Placed standard cells:
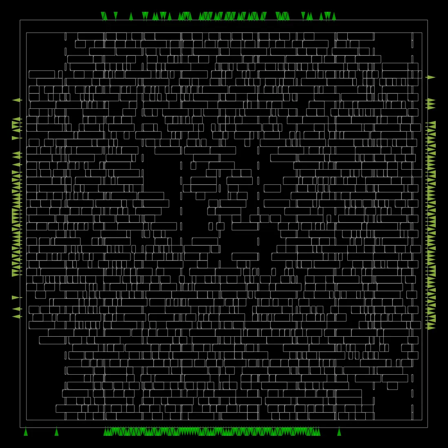
Metal 4:
Bar = 50 µm.
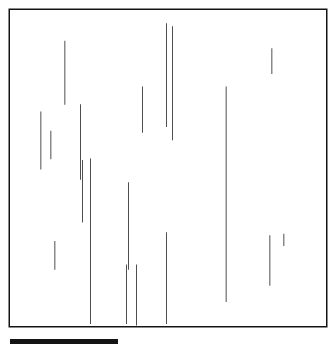
Metal layers overlaid:
Bar = 50 µm.
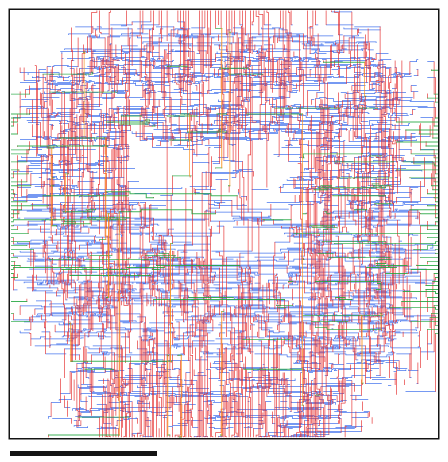
Cells coloured by class:
Bar = 50 µm. Fill, decap, tap and diode cells in grey.
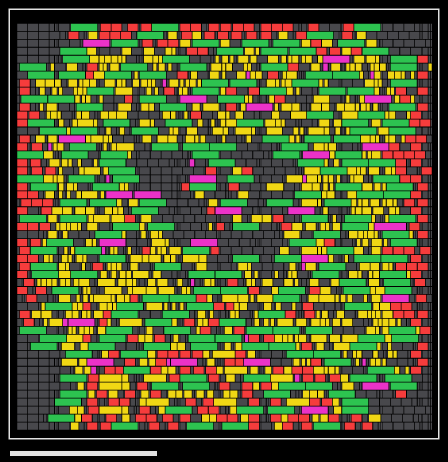
[config.mk]
export PLATFORM = sky130hd
export DESIGN_NAME = alu_div_sequencer
export DESIGN_NICKNAME = d
export VERILOG_FILES = /design/src/rtl/alu_div_sequencer.sv
export SDC_FILE = /design/constraint.sdc
export NUM_CORES = 1
export LEC_CHECK = 0
export CORE_MARGIN = 2
export CORE_UTILIZATION = 50
export CTS_BUF_LIST = sky130_fd_sc_hd__clkbuf_16
export DETAILED_ROUTE_END_ITERATION = 12
export GPL_ROUTABILITY_DRIVEN = 0
export PLACE_DENSITY = 0.79
export REMOVE_ABC_BUFFERS = 1
export SYNTH_ARGS = -nofsm -noshare
export SYNTH_HDL_FRONTEND = slang
export SYNTH_SLANG_ARGS = --single-unit
export TNS_END_PERCENT = 100
[constraint.sdc]
create_clock -name i_clock -period 8.3 [get_ports i_clock]
set_input_delay 1.245 -clock i_clock [delete_from_list [all_inputs] [get_ports i_clock]]
set_output_delay 1.245 -clock i_clock [all_outputs]
set_load 0.005 [all_outputs]
[src/rtl/alu_div_sequencer.sv]
// alu_div_sequencer: multi-cycle restoring divider that borrows the execute-stage
// ALU for its subtractions. One quotient bit per DIV cycle; the FSM issues
// A - B through the ALU operand/control port and consumes Result/CarryOut.
// Optional macro ALU_DIV_SIGNED_EN adds an i_signed input for signed division
// (magnitude conversion at load, sign correction when results are committed).
module alu_div_sequencer #(
  parameter int WIDTH = 32,
  parameter int STEPS = 32
) (
  input  logic             i_clock,
  input  logic             i_reset,
  input  logic             i_start,
`ifdef ALU_DIV_SIGNED_EN
  input  logic             i_signed,
`endif
  input  logic [WIDTH-1:0] i_dividend,
  input  logic [WIDTH-1:0] i_divisor,
  output logic             o_busy,
  output logic             o_done,
  output logic [WIDTH-1:0] o_quotient,
  output logic [WIDTH-1:0] o_remainder,
  output logic             o_div_by_zero,
  output logic [WIDTH-1:0] o_alu_a,
  output logic [WIDTH-1:0] o_alu_b,
  output logic             o_alu_b_negate,
  output logic [1:0]       o_alu_op,
  input  logic [WIDTH-1:0] i_alu_result,
  input  logic             i_alu_carry_out,
  input  logic             i_alu_zero
);

  localparam int CW = $clog2(STEPS);
  localparam logic [1:0] OP_AND = 2'b00;
  localparam logic [1:0] OP_ADD = 2'b10;

  typedef enum logic [1:0] {
    ST_IDLE = 2'd0,
    ST_DIV  = 2'd1,
    ST_DONE = 2'd2
  } state_t;

  state_t           r_state;
  logic [WIDTH-1:0] r_q;
  logic [WIDTH-1:0] r_r;
  logic [WIDTH-1:0] r_d;
  logic [CW-1:0]    r_cnt;
  logic             r_busy;
  logic             r_done;
  logic [WIDTH-1:0] r_quotient;
  logic [WIDTH-1:0] r_remainder;
  logic             r_div_by_zero;
  logic [WIDTH-1:0] r_alu_a;
  logic [WIDTH-1:0] r_alu_b;
  logic             r_alu_b_negate;
  logic [1:0]       r_alu_op;

  // The ALU Zero flag carries no information for restoring division.
  logic             w_unused;
  assign w_unused = i_alu_zero;

  // One restoring step: the partial remainder shifted left by one bit is
  // 33 bits wide; its top bit (hi) forces the subtract because the shifted
  // value then certainly exceeds any 32-bit divisor.
  logic             w_hi;
  logic             w_ge;
  logic [WIDTH-1:0] w_shift_r;
  logic [WIDTH-1:0] w_r_next;
  logic [WIDTH-1:0] w_q_next;
  logic [WIDTH-1:0] w_q_final;
  logic [WIDTH-1:0] w_r_final;
  logic [WIDTH-1:0] w_load_q;
  logic [WIDTH-1:0] w_load_d;

  assign w_hi      = r_r[WIDTH-1];
  assign w_ge      = w_hi | i_alu_carry_out;
  assign w_shift_r = {r_r[WIDTH-2:0], r_q[WIDTH-1]};
  assign w_r_next  = w_ge ? i_alu_result : w_shift_r;
  assign w_q_next  = {r_q[WIDTH-2:0], w_ge};

`ifdef ALU_DIV_SIGNED_EN
  // Signed mode: divide magnitudes, then fix the signs as results are
  // committed. The negations here are local; the ALU is never involved.
  logic r_neg_q;
  logic r_neg_r;
  logic w_neg_dd;
  logic w_neg_dv;

  assign w_neg_dd  = i_signed & i_dividend[WIDTH-1];
  assign w_neg_dv  = i_signed & i_divisor[WIDTH-1];
  assign w_load_q  = w_neg_dd ? (~i_dividend + 1'b1) : i_dividend;
  assign w_load_d  = w_neg_dv ? (~i_divisor + 1'b1) : i_divisor;
  assign w_q_final = r_neg_q ? (~w_q_next + 1'b1) : w_q_next;
  assign w_r_final = r_neg_r ? (~w_r_next + 1'b1) : w_r_next;

  // Latch the sign-correction flags when a divide is accepted.
  always_ff @(posedge i_clock or posedge i_reset) begin
    if (i_reset) begin
      r_neg_q <= 1'b0;
      r_neg_r <= 1'b0;
    end else if (r_state == ST_IDLE && i_start) begin
      r_neg_q <= w_neg_dd ^ w_neg_dv;
      r_neg_r <= w_neg_dd;
    end
  end
`else
  assign w_load_q  = i_dividend;
  assign w_load_d  = i_divisor;
  assign w_q_final = w_q_next;
  assign w_r_final = w_r_next;
`endif

  // Sequencer FSM: all outputs, including the ALU drives, are registers so
  // nothing combinational loops from AluResult back into AluA/AluB.
  always_ff @(posedge i_clock or posedge i_reset) begin
    if (i_reset) begin
      r_state        <= ST_IDLE;
      r_q            <= '0;
      r_r            <= '0;
      r_d            <= '0;
      r_cnt          <= '0;
      r_busy         <= 1'b0;
      r_done         <= 1'b0;
      r_quotient     <= '0;
      r_remainder    <= '0;
      r_div_by_zero  <= 1'b0;
      r_alu_a        <= '0;
      r_alu_b        <= '0;
      r_alu_b_negate <= 1'b0;
      r_alu_op       <= OP_AND;
    end else begin
      case (r_state)
        ST_IDLE: begin
          r_done <= 1'b0;
          if (i_start) begin
            r_busy <= 1'b1;
            if (i_divisor != '0) begin
              r_q            <= w_load_q;
              r_r            <= '0;
              r_d            <= w_load_d;
              r_cnt          <= CW'(STEPS - 1);
              r_quotient     <= '0;
              r_remainder    <= '0;
              r_div_by_zero  <= 1'b0;
              // First step compares {0, Q[msb]} against the divisor.
              r_alu_a        <= {{(WIDTH-1){1'b0}}, w_load_q[WIDTH-1]};
              r_alu_b        <= w_load_d;
              r_alu_b_negate <= 1'b1;
              r_alu_op       <= OP_ADD;
              r_state        <= ST_DIV;
            end else begin
              // Divide by zero: answer directly, no ALU traffic.
              r_quotient    <= '1;
              r_remainder   <= i_dividend;
              r_div_by_zero <= 1'b1;
              r_state       <= ST_DONE;
            end
          end
        end

        ST_DIV: begin
          r_r   <= w_r_next;
          r_q   <= w_q_next;
          r_cnt <= r_cnt - 1'b1;
          if (r_cnt == '0) begin
            // Last step: commit results so they are valid alongside Done.
            r_quotient     <= w_q_final;
            r_remainder    <= w_r_final;
            r_done         <= 1'b1;
            r_alu_a        <= '0;
            r_alu_b        <= '0;
            r_alu_b_negate <= 1'b0;
            r_alu_op       <= OP_AND;
            r_state        <= ST_DONE;
          end else begin
            r_alu_a <= {w_r_next[WIDTH-2:0], w_q_next[WIDTH-1]};
          end
        end

        ST_DONE: begin
          if (r_done) begin
            r_done  <= 1'b0;
            r_busy  <= 1'b0;
            r_state <= ST_IDLE;
          end else begin
            // Entered straight from IDLE on divide-by-zero: pulse Done now.
            r_done <= 1'b1;
          end
        end

        default: begin
          r_state <= ST_IDLE;
        end
      endcase
    end
  end

  assign o_busy         = r_busy;
  assign o_done         = r_done;
  assign o_quotient     = r_quotient;
  assign o_remainder    = r_remainder;
  assign o_div_by_zero  = r_div_by_zero;
  assign o_alu_a        = r_alu_a;
  assign o_alu_b        = r_alu_b;
  assign o_alu_b_negate = r_alu_b_negate;
  assign o_alu_op       = r_alu_op;

endmodule
==> flow_summary.html <==
<h2>Synthesis and place &amp; route</h2>
<table>
<tr><th>Metric</th><th>Value</th></tr>
<tr><th colspan="2">Placement</th></tr>
<tr><td>Worst setup slack after placement</td><td>roughly 3.8 ns</td></tr>
<tr><td>Count of buffers inserted at the top-level ports</td><td>about 230</td></tr>
<tr><th colspan="2">Detailed routing</th></tr>
<tr><td>DRT Pass-1 Iters</td><td>5</td></tr>
<tr><td>Antenna violation net count after detailed routing</td><td>0</td></tr>
<tr><th colspan="2">Worst hold path</th></tr>
<tr><td>Classification of the worst-slack hold path</td><td>reg2reg</td></tr>
<tr><td>Worst Hold End</td><td>o_alu_b[9]</td></tr>
<tr><th colspan="2">Finish</th></tr>
<tr><td>Top Layout Cells</td><td>clkdlybuf4s50_1 (232), dfrtp_1 (203), nor2_1 (102)</td></tr>
<tr><th colspan="2">Yosys</th></tr>
<tr><td>Commonest register cell after synthesis</td><td>dfrtp_1</td></tr>
<tr><td>Synth Area in Simple Gates</td><td>0.138</td></tr>
<tr><td>Syn Inst Count</td><td>between 900 and 1000</td></tr>
<tr><td>Most area-consuming cells after synthesis</td><td>dfrtp_1 (50%), a21oi_1 (4.8%), a221oi_2 (3.9%), nor2_1 (3.8%), mux2i_1 (3.2%)</td></tr>
<tr><td>Xor and xnor fraction of the mapped netlist area</td><td>0</td></tr>
<tr><td>Dominant cell area share</td><td>0.504</td></tr>
<tr><td>Largest family of logic cells by area</td><td>AND-OR/OR-AND gates</td></tr>
<tr><td>Synth area leader</td><td>dfrtp_1</td></tr>
<tr><th colspan="2">Global routing</th></tr>
<tr><td>Antenna violations before repair</td><td>1</td></tr>
<tr><th colspan="2">Final timing</th></tr>
<tr><td>Crit path setup slack, layout</td><td>between 4 and 5 ns</td></tr>
<tr><td>Slew at the pin closest to its max-slew limit</td><td>around 1.2 ns</td></tr>
<tr><td>Final tally of hold violations</td><td>0</td></tr>
<tr><th colspan="2">Clock tree</th></tr>
<tr><td>Clock tree from TritonCTS</td><td>yes</td></tr>
<tr><td>Root Driver</td><td>clkbuf_16</td></tr>
<tr><td>Clk_lat worst skew</td><td>about 0.50 ns</td></tr>
<tr><th colspan="2">Worst setup path</th></tr>
<tr><td>Startpoint Class</td><td>input pin</td></tr>
<tr><td>Setup Crit Path Kind</td><td>in2reg</td></tr>
<tr><td>R2r endpoint</td><td>r_r[8]</td></tr>
<tr><td>Worst R2R Setup Slack</td><td>slightly below 5 ns</td></tr>
<tr><th colspan="2">Power and ir drop</th></tr>
<tr><td>Power Dens Cells</td><td>405 nW/µm²</td></tr>
<tr><th colspan="2">Run</th></tr>
<tr><td>MaxCap Viol Count</td><td>0</td></tr>
<tr><th colspan="2">Outcome</th></tr>
<tr><td>Status</td><td>finished, final reports clean</td></tr>
</table>
Back to the opening pictures, 'placed standard cells':
inserted tap cell count: 265
flop share of the area: 0.387

Back to the opening pictures, 'metal 4':
share of all routed wire	2.2%
main direction	vertical
nets with wire on the layer	12
Via Count: 8503
DRT Wirelength: 28800 µm

Back to the opening pictures, 'metal layers overlaid':
colour	layer	wire length
blue	M1	12500 µm
red	M2	13900 µm
green	M3	1680 µm
orange	M4	619 µm
post-detailed-route wirelength per cell: 20.1 µm
global routing usage summed across all routing layers: 0.268

Back to the opening pictures, 'cells coloured by class':
colour	class	cells
green	registers	203
yellow	remaining logic cells	677
red	remaining buffers and delay cells	247
magenta	clock drivers and dummy loads	41
total number of placement rows: 51
Core Area: 19700 µm²
Non-Filler Cell Area, Final: 13100 µm²
utilization of the core after routing: 0.668

==> report_power, final <==
| group | switching, µW | total, µW | internal, µW |
|---|---|---|---|
| Combinational | 1370 | 2630 | 1260 |
| Clock | 397 | 927 | 531 |
| Sequential | 284 | 1760 | 1480 |
==> worst max path at each step <==
stage / from / to
2_1_floorplan: r_state[1] / o_alu_op[1]
3_3_place_gp: i_divisor[26] / o_remainder[17]
3_5_place_dp: i_divisor[29] / o_remainder[9]
4_1_cts: i_divisor[29] / o_remainder[9]
5_1_grt: i_divisor[21] / o_remainder[9]
6_report: i_divisor[26] / o_remainder[9]
==> logic make-up after synthesis <==
logic type,Yosys count
AND-OR/OR-AND,335
AND/OR/NAND/NOR,263
multiplexers,34
other,1
flip-flops,203
adder cells (fa/ha/maj),5
buffers and inverters,124
==> routing by layer <==
metal | routed length (µm) | global-route usage | vias up
li1 | - | - | 3879
met2 | 13900 | 0.442 | 316
met3 | 1680 | 0.0417 | 43
met4 | 618 | 0.0728 | 0
met5 | 0 | 0 | -
met1 | 12500 | 0.370 | 4265
==> flip-flops by register name, indices dropped and copies added (netlist names) <==
signal	cells
o_alu_op	1
o_remainder	32
o_alu_b	32
o_alu_a	32
o_div_by_zero	1
r_r	32
o_busy	1
r_state	2
o_quotient	32
r_cnt	5
r_q	32
o_done	1
==> cell type report <==
class	instances	area, µm²	area share
sequential	203	5080	0.387
tap	265	332	0.0252
inverter	39	154	0.0117
multi-input combinational	638	4450	0.339
clock buffer	23	576	0.0438
antenna	1	2.50	0.000191
timing repair buffer	247	2430	0.185
clock inverter	18	100	0.00762
==> critical path, stage by stage <==
cell and delay, ns:
clkdlybuf4s50_1 0.45, nor4_4 0.40, nand4_4 0.10, buf_4 0.29, nor3_4 1.00, buf_4 0.54, nand2_1 0.13, a31oi_1 0.22
==> Yosys cell counts, types with 3 or more instances <==
cell type	n
a211o_1	26
a211oi_1	6
a21o_1	32
a21oi_1	97
a221oi_1	3
a221oi_2	26
a31oi_1	33
and3_1	32
buf_2	42
buf_4	10
buf_6	5
clkbuf_1	27
dfrtp_1	203
ha_1	5
inv_1	38
mux2i_1	32
nand2_1	62
nand2b_1	28
nand3_1	3
nor2_1	103
nor3_1	13
nor4_4	8
o211a_1	26
o211ai_1	25
o21ai_0	8
o2bb2ai_1	36
==> through the flow <==
step           std cells  power (µW)  instance area [µm²]
3_3_place_gp        1392        4300                12500
2_1_floorplan        880        3230                 9630
4_1_cts             1433        5340                13100
5_1_grt             1434        5670                13100
6_report            1434        5320                13100
3_5_place_dp        1392        4390                12500
Power figures rest on the tool's default switching activity, not on a simulated workload.
